Run 1, signal wires on met4:
Bar = 20 µm. Supply wires on this layer in grey.
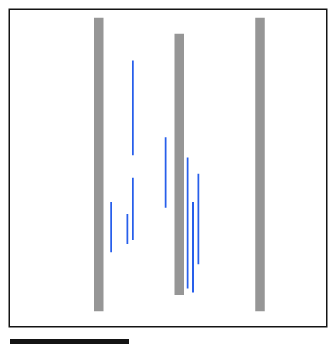
Run 1, routed metal per tile:
Bar = 20 µm. 11 x 11 tiles, from dark purple (low) to yellow (high), scaled to the fullest tile. Values are wire area over tile area, all layers added.
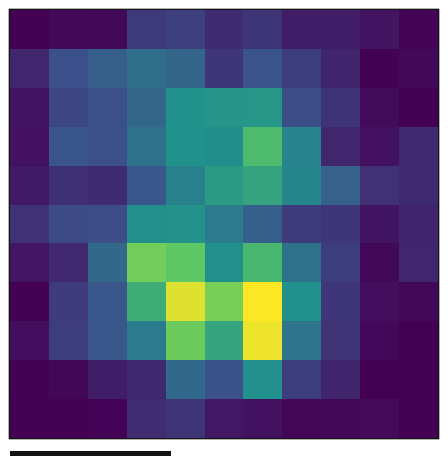
Run 1, clock network drawn from the DEF:
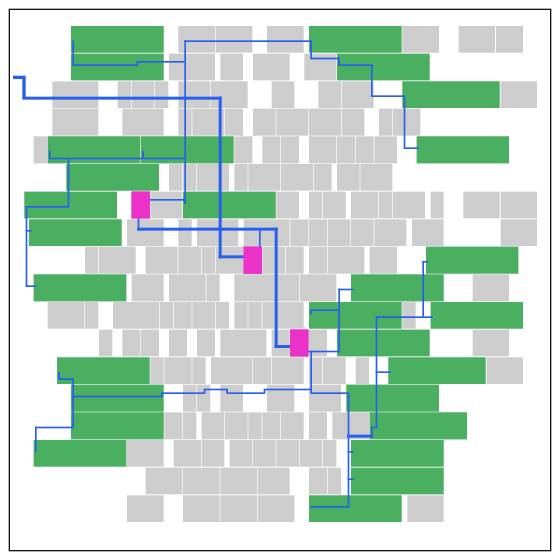
**config.mk**
```make
export PLATFORM = sky130hd
export DESIGN_NAME = vga_sync_gen
export DESIGN_NICKNAME = d
export VERILOG_FILES = /design/src/rtl/vga_timing_pkg.sv /design/src/rtl/pixel_tick_gen.sv /design/src/rtl/vga_sync_gen.sv
export SDC_FILE = /design/constraint.sdc
export NUM_CORES = 1
export LEC_CHECK = 0
export CAP_MARGIN = 20
export CORE_UTILIZATION = 58
export CTS_BUF_LIST = sky130_fd_sc_hd__clkbuf_2
export CTS_CLUSTER_DIAMETER = 100
export DETAILED_ROUTE_END_ITERATION = 8
export GPL_ROUTABILITY_DRIVEN = 0
export PLACE_DENSITY = 0.94
export SYNTH_ARGS = -nofsm -noshare
export SYNTH_HDL_FRONTEND = slang
export SYNTH_SLANG_ARGS = --single-unit
```
**constraint.sdc**
```tcl
create_clock -name clk -period 4.3 [get_ports clk]
set_input_delay 0.86 -clock clk [delete_from_list [all_inputs] [get_ports clk]]
set_output_delay 0.86 -clock clk [all_outputs]
set_load 0.05 [all_outputs]
```
**src/rtl/vga_timing_pkg.sv**
```systemverilog
// 640x480@60 raster timing constants shared by the sync generator, the display
// comparators and the game-object position logic.
package vga_timing_pkg;

  localparam int COUNT_W = 10;

  localparam int VGA_CLK_DIV  = 4;
  localparam int VGA_H_ACTIVE = 640;
  localparam int VGA_H_FP     = 16;
  localparam int VGA_H_SYNC   = 96;
  localparam int VGA_H_BP     = 48;
  localparam int VGA_V_ACTIVE = 480;
  localparam int VGA_V_FP     = 10;
  localparam int VGA_V_SYNC   = 2;
  localparam int VGA_V_BP     = 33;

  localparam int VGA_H_TOTAL      = VGA_H_ACTIVE + VGA_H_FP + VGA_H_SYNC + VGA_H_BP;
  localparam int VGA_V_TOTAL      = VGA_V_ACTIVE + VGA_V_FP + VGA_V_SYNC + VGA_V_BP;
  localparam int VGA_H_SYNC_START = VGA_H_ACTIVE + VGA_H_FP;
  localparam int VGA_H_SYNC_END   = VGA_H_SYNC_START + VGA_H_SYNC;
  localparam int VGA_V_SYNC_START = VGA_V_ACTIVE + VGA_V_FP;
  localparam int VGA_V_SYNC_END   = VGA_V_SYNC_START + VGA_V_SYNC;

  typedef logic [COUNT_W-1:0] count_t;

  // Half-open window test: lo <= c < hi.
  function automatic logic in_window(input count_t c, input count_t lo, input count_t hi);
    return (c >= lo) && (c < hi);
  endfunction

endpackage

```
**src/rtl/pixel_tick_gen.sv**
```systemverilog
// Divides the system clock down to the pixel rate as a registered one-clk
// enable pulse, high while the divider sits at its last count.
module pixel_tick_gen #(
  parameter int CLK_DIV = 4
) (
  input  logic clk,
  input  logic reset_n,
  output logic tick
);

  localparam int DIV_W = (CLK_DIV > 1) ? $clog2(CLK_DIV) : 1;
  localparam logic [DIV_W-1:0] DIV_LAST = DIV_W'(CLK_DIV - 1);

  logic [DIV_W-1:0] div_reg;
  logic [DIV_W-1:0] div_next;
  logic             tick_reg;

  always_comb begin
    div_next = (div_reg == DIV_LAST) ? '0 : div_reg + DIV_W'(1);
  end

  // Tick is decoded from the next divider value so it is high exactly while
  // div_reg == CLK_DIV-1; with CLK_DIV = 1 it stays high after the first edge.
  always_ff @(posedge clk or negedge reset_n) begin
    if (!reset_n) begin
      div_reg  <= '0;
      tick_reg <= 1'b0;
    end else begin
      div_reg  <= div_next;
      tick_reg <= (div_next == DIV_LAST);
    end
  end

  assign tick = tick_reg;

endmodule

```
**src/rtl/vga_sync_gen.sv**
```systemverilog
// VGA raster timing: pixel/line counters plus registered sync, blanking and
// line/frame strobes, all aligned to the counter values in the same clk.
module vga_sync_gen
  import vga_timing_pkg::*;
#(
  parameter int CLK_DIV  = VGA_CLK_DIV,
  parameter int H_ACTIVE = VGA_H_ACTIVE,
  parameter int H_FP     = VGA_H_FP,
  parameter int H_SYNC   = VGA_H_SYNC,
  parameter int H_BP     = VGA_H_BP,
  parameter int V_ACTIVE = VGA_V_ACTIVE,
  parameter int V_FP     = VGA_V_FP,
  parameter int V_SYNC   = VGA_V_SYNC,
  parameter int V_BP     = VGA_V_BP
) (
  input  logic               clk,
  input  logic               reset_n,
  output logic [COUNT_W-1:0] h_count,
  output logic [COUNT_W-1:0] v_count,
  output logic               hsync,
  output logic               vsync,
  output logic               video_on,
  output logic               pix_tick,
  output logic               line_start,
  output logic               frame_start
);

  localparam int H_TOTAL = H_ACTIVE + H_FP + H_SYNC + H_BP;
  localparam int V_TOTAL = V_ACTIVE + V_FP + V_SYNC + V_BP;

  localparam count_t H_LAST     = COUNT_W'(H_TOTAL - 1);
  localparam count_t V_LAST     = COUNT_W'(V_TOTAL - 1);
  localparam count_t H_ACT_C    = COUNT_W'(H_ACTIVE);
  localparam count_t V_ACT_C    = COUNT_W'(V_ACTIVE);
  localparam count_t HS_START_C = COUNT_W'(H_ACTIVE + H_FP);
  localparam count_t HS_END_C   = COUNT_W'(H_ACTIVE + H_FP + H_SYNC);
  localparam count_t VS_START_C = COUNT_W'(V_ACTIVE + V_FP);
  localparam count_t VS_END_C   = COUNT_W'(V_ACTIVE + V_FP + V_SYNC);

  logic   tick;
  count_t h_reg, h_next;
  count_t v_reg, v_next;
  logic   wrap_h, wrap_v;
  logic   hsync_reg, vsync_reg, video_on_reg;
  logic   line_start_reg, frame_start_reg;

  pixel_tick_gen #(
    .CLK_DIV (CLK_DIV)
  ) u_tick (
    .clk     (clk),
    .reset_n (reset_n),
    .tick    (tick)
  );

  always_comb begin
    h_next = h_reg;
    v_next = v_reg;
    wrap_h = 1'b0;
    wrap_v = 1'b0;
    if (tick) begin
      if (h_reg == H_LAST) begin
        h_next = '0;
        wrap_h = 1'b1;
        if (v_reg == V_LAST) begin
          v_next = '0;
          wrap_v = 1'b1;
        end else begin
          v_next = v_reg + COUNT_W'(1);
        end
      end else begin
        h_next = h_reg + COUNT_W'(1);
      end
    end
  end

  // Decoding from h_next/v_next keeps sync/blank edges on the same clk as
  // the counter change instead of one clk behind it.
  always_ff @(posedge clk or negedge reset_n) begin
    if (!reset_n) begin
      h_reg           <= '0;
      v_reg           <= '0;
      hsync_reg       <= 1'b1;
      vsync_reg       <= 1'b1;
      video_on_reg    <= 1'b1;
      line_start_reg  <= 1'b0;
      frame_start_reg <= 1'b0;
    end else begin
      h_reg           <= h_next;
      v_reg           <= v_next;
      hsync_reg       <= ~in_window(h_next, HS_START_C, HS_END_C);
      vsync_reg       <= ~in_window(v_next, VS_START_C, VS_END_C);
      video_on_reg    <= (h_next < H_ACT_C) && (v_next < V_ACT_C);
      line_start_reg  <= wrap_h;
      frame_start_reg <= wrap_v;
    end
  end

  assign h_count     = h_reg;
  assign v_count     = v_reg;
  assign hsync       = hsync_reg;
  assign vsync       = vsync_reg;
  assign video_on    = video_on_reg;
  assign pix_tick    = tick;
  assign line_start  = line_start_reg;
  assign frame_start = frame_start_reg;

endmodule

```
==> results.ini, run 1 <==
[route]
totalWireLength_um=3277
final_antenna_net_count=0
highest_layer=met4
wl_met3_um=298
wl_met1_um=1334
drt_first_pass_iters=5
drtIter0Drc=76

[die]
rows=18
fp-utilization_pct=61.41

[final_layout]
n_all_buffers=28
buf_share_pct=15.26
antennaDiodeCount=0
final_core_util_pct=73.48
comb_area_share_pct=40.48
inverters=12
dominant_cells=logic gates
layoutNonFillerInstCount=210
flop-count=28

[synthesis]
synth_area_um2=1521
muxShareOfSynthArea_pct=0.7401
common_cells=dfrtp_1, nand2_1, inv_1
top_area_cell=dfrtp_1
ys_seq_share_pct=46.30
netlist_logic_family_top=simple AND/OR/NAND/NOR gates
yosysTopAreaCellShare_pct=41.12
simple_gate_share_pct=24.75
synth-main-ff-cell=dfrtp_1
syn_inst=154
ys.warnings.count=0
yosys_area_um2=1521
ys_sh_adder_pct=4.112
synthTopCellsByArea=dfrtp_1, dfstp_2, ha_1, o21ai_0, nand2_1
ys_cells=154
ys_types=44
edf_count=0
ys.flops=28
syn-num-nets=161

[pwr]
maxPowerGroup=sequential cells
sw_frac_of_total_pct=21.39
ir_drop_mv=0.2304
pwr_density_cell_nw_per_um2=199.6
p_int_mw=0.2857
fin_total_pwr_mw=0.3634
comb_power_mw=0.00608
pwr-share-clk_pct=25.7
seq_power_mw=0.264

[flow_run]
drv_cap=0

[worst_setup_path]
path_max_fanout=12
crit_arrival_ns=1.83
reg2regPathDepth=6
critical_path.endpoint=h_count[5]
rr_endpoint=vsync$_DFF_PN1_
slowest_stage=clkdlybuf4s50_1
crit_cells=1
path_class=reg2out
cp_top_family=buffers and inverters
startpoint=h_count[5]$_DFF_PN0_
path_cells=clkdlybuf4s50_1
critPathCaptureType=output pin

[global_routing]
grtUsageMet3_pct=5.747
grt_pass1_vias=1135
grt_pass1_wl_um=5175
met2_usage_pct=38.13
grt.overflow.total=0
grt_max_degree=29

[place]
port_buffers=27
hpwl_um=2353
placed_area_um2=1802

[clock_network]
clk-insertion-delay-late_ns=0.36
clk_pin_slew_ns=0.23
h-tree-depth=1
cts_made_buffers=3
clk_path_buf_depth=2

[final_timing]
fmax_mhz=371.7
fin_tns_setup_ns=0
finalClockPeriodUsage_pct=62.56
clock_skew_ns=0.009969
timing.final.ws_setup_ns=1.610
hold_slack_ns=0.4941

[hold_path]
holdPathEnd=u_tick.div_reg[0]$_DFF_PN0_
hp-start=u_tick.div_reg[0]$_DFF_PN0_
whs_path_depth=1

[outcome]
status=completed

-- 'signal wires on met4' (at the start) --
The layer holds 3.1% of the routed length. The longest straight run is 21.8 µm. The wires run mostly vertical. 8 nets have wire on it. The layer carries 102 µm of wire.

-- 'routed metal per tile' (at the start) --
The mean over all tiles is 0.20. 12% of the tiles are nearly empty. The densest ninth of the die: centre. The fullest tile reaches 0.80. 16% of the tiles are over half the peak.

-- 'clock network drawn from the DEF' (at the start) --
Key: blue = clock wires [length 277 µm]; green = flip-flops [count 28]; magenta = clock drivers [count 3]
Position of the flops: spread over the die.

run 1: placed cells by master, fill, tap and decap left out, types with 2 or more instances in the layout:
| cell | instances |
|---|---|
| a211oi_1 | 3 |
| a21oi_1 | 5 |
| a31oi_1 | 4 |
| and2_1 | 3 |
| and3_1 | 3 |
| and4_1 | 4 |
| clkbuf_2 | 3 |
| clkdlybuf4s50_1 | 27 |
| dfrtp_1 | 25 |
| dfstp_2 | 3 |
| ha_1 | 5 |
| inv_1 | 11 |
| nand2_1 | 12 |
| nand3_1 | 7 |
| nand4_1 | 6 |
| nor2_1 | 7 |
| nor3_1 | 2 |
| o21ai_0 | 9 |
| o22ai_1 | 2 |
| o31ai_1 | 3 |
| or3_1 | 5 |
| or4b_2 | 2 |
| xnor2_1 | 4 |
| xor2_1 | 5 |
==> inputs of run 2 (changes only) <==
- CORE_UTILIZATION: 58 -> 54
- PLACE_DENSITY: 0.94 -> 0.89
- clock period: 4.3 -> 2.6 ns (I/O delays scaled with it)
Run 2, routed metal per tile:
Bar = 20 µm. 11 x 11 tiles, from dark purple (low) to yellow (high), scaled to the fullest tile. Values are wire area over tile area, all layers added.
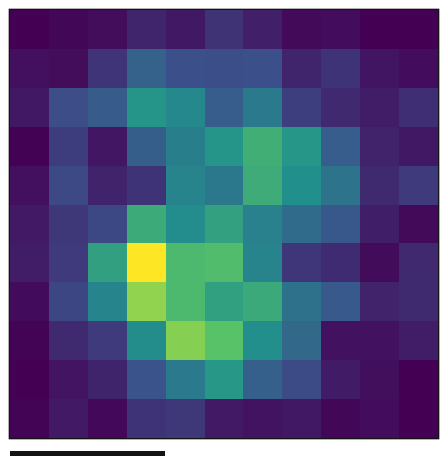
The mean over all tiles is 0.18. 15% of the tiles are over half the peak. The densest ninth of the die: centre. The fullest tile reaches 0.76. 9.1% of the tiles are nearly empty.

==> run 2 against run 1 <==
Cell area rose by 0.48%; highest routed layer unchanged; global-route usage is 0.98 points lower; final cell count increased by 0.48%; non-clock buffer count up 1; sequential power rose by 66%; routed wire length up 2.7%; clock power up 73%; count of clock-buffer cells in the layout unchanged; synthesized cell count stayed put; register-to-register slack got worse by 1.6 ns; die size rose by 7.1%.
==> results.ini, run 2 <==
[worst_setup_path]
critPathCaptureType=flop
startpoint=h_count[0]$_DFF_PN0_
path_max_fanout=15  ; +3
cp_top_family=simple AND/OR/NAND/NOR gates
crit_cells=6  ; +5
slowest_delay_ns=0.56
rr_endpoint=video_on$_DFF_PN1_
path_class=reg2reg
critical_path.endpoint=video_on$_DFF_PN1_
crit_arrival_ns=2.71  ; +0.88 ns
slowest_stage=or4_4
reg2regPathDepth=6  ; unchanged

[synthesis]
ys_seq_share_pct=46.30  ; unchanged
ys.flops=28  ; unchanged
common_cells=dfrtp_1, nand2_1, inv_1
ys.warnings.count=0  ; unchanged
synth-main-ff-cell=dfrtp_1
edf_count=0  ; unchanged
synth_area_um2=1521  ; unchanged
yosysTopAreaCellShare_pct=41.12  ; unchanged
synthTopCellsByArea=dfrtp_1, dfstp_2, ha_1, o21ai_0, nand2_1
ys_types=44  ; unchanged
syn_inst=154  ; unchanged
yosys_area_um2=1521  ; unchanged
ys_cells=154  ; unchanged
syn-num-nets=161  ; unchanged
top_area_cell=dfrtp_1

[final_timing]
clock_skew_ns=0.002539  ; -0.007430 ns
fmax_mhz=415.1
setup_violations=0
fin_tns_setup_ns=0  ; unchanged
hold_slack_ns=0.4708  ; -0.02330 ns
finalClockPeriodUsage_pct=92.65
timing.final.ws_setup_ns=0.1912  ; -1.419 ns

[die]
rows=18  ; unchanged
fp-utilization_pct=59.26  ; -2.2 points

[route]
wl_met1_um=1432  ; +7.3%
wl_met3_um=252  ; -15%
met2_length_um=1618
wire_per_inst_um=15.94
drt_first_pass_iters=4  ; -1
drtIter0Drc=48  ; -37%
final_antenna_net_count=0  ; unchanged
totalWireLength_um=3364  ; +2.7%

[global_routing]
grt_pass1_wl_um=5402  ; +4.4%
grt_pass1_vias=1154  ; +1.7%
grtUsageMet3_pct=4.098  ; -1.6 points
grt_max_degree=29  ; unchanged
met2_usage_pct=39.76  ; +1.6 points
grt.overflow.total=0  ; unchanged

[hold_path]
holdPathEnd=u_tick.div_reg[0]$_DFF_PN0_
hold_class=reg2reg
whs_path_depth=1  ; unchanged
hp-start=u_tick.div_reg[0]$_DFF_PN0_

[place]
placed_area_um2=1809  ; +0.42%
hpwl_um=2521  ; +7.1%
port_buffers=27  ; unchanged

[clock_network]
clk_path_buf_depth=2  ; unchanged
clk_pin_slew_ns=0.26  ; +0.03 ns
h-tree-depth=1  ; unchanged
clk-insertion-delay-late_ns=0.35  ; about the same
cts_made_buffers=3  ; unchanged

[outcome]
status=completed

[pwr]
pwr_density_cell_nw_per_um2=332.5  ; +67%
comb_power_mw=0.0102  ; +68%
seqPwrFrac_pct=71.8
ir_drop_mv=0.3032  ; +32%
pwr-share-clk_pct=26.5  ; +0.8 points
seq_power_mw=0.437  ; +66%
fin_total_pwr_mw=0.6083  ; +67%
p_int_mw=0.4727  ; +65%
sw_frac_of_total_pct=22.30  ; +0.90 points

[final_layout]
final_common_cell=clkdlybuf4s50_1
layoutNonFillerInstCount=211  ; +0.48%
final_core_util_pct=71.25  ; -2.2 points
antennaDiodeCount=0  ; unchanged

[flow_run]
drv_cap=0  ; unchanged

Run 2, sequential cells coloured by netlist name:
Other sequential cells in the stronger grey, the rest of the logic in the fainter grey.
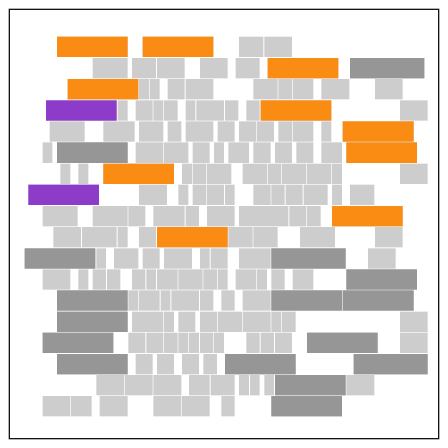
Key: purple = u_tick.div_reg [sequential cells 2]; orange = h_count [sequential cells 10]
Another 16 sequential cells are not coloured.

## run 2: cell type report
cell class | instances | share of cell area [%]
clock buffers | 3 | 0.8208
flip-flops and latches | 28 | 38.51
multi-input cells | 108 | 40.36
well taps | 30 | 2.052
repair buffers | 29 | 15.60
clock inverters | 1 | 0.2052
inverters | 12 | 2.462
## run 2: cells by family after synthesis
family                   Yosys count  synth area share (%)
AND-OR/OR-AND                     32                 13.65
XOR/XNOR                           9                 5.181
adder cells (fa/ha/maj)            5                 4.112
buffers and inverters             18                 5.263
flip-flops                        28                 46.30
multiplexers                       1                0.7401
AND/OR/NAND/NOR                   61                 24.75
## run 2: what timing repair did
action / in CTS / in global routing
setup endpoints to repair: 0 / 2
gates resized: 0 / 1
endpoints found under the hold margin: 0 / 0
Power and IR drop assume default switching activity.
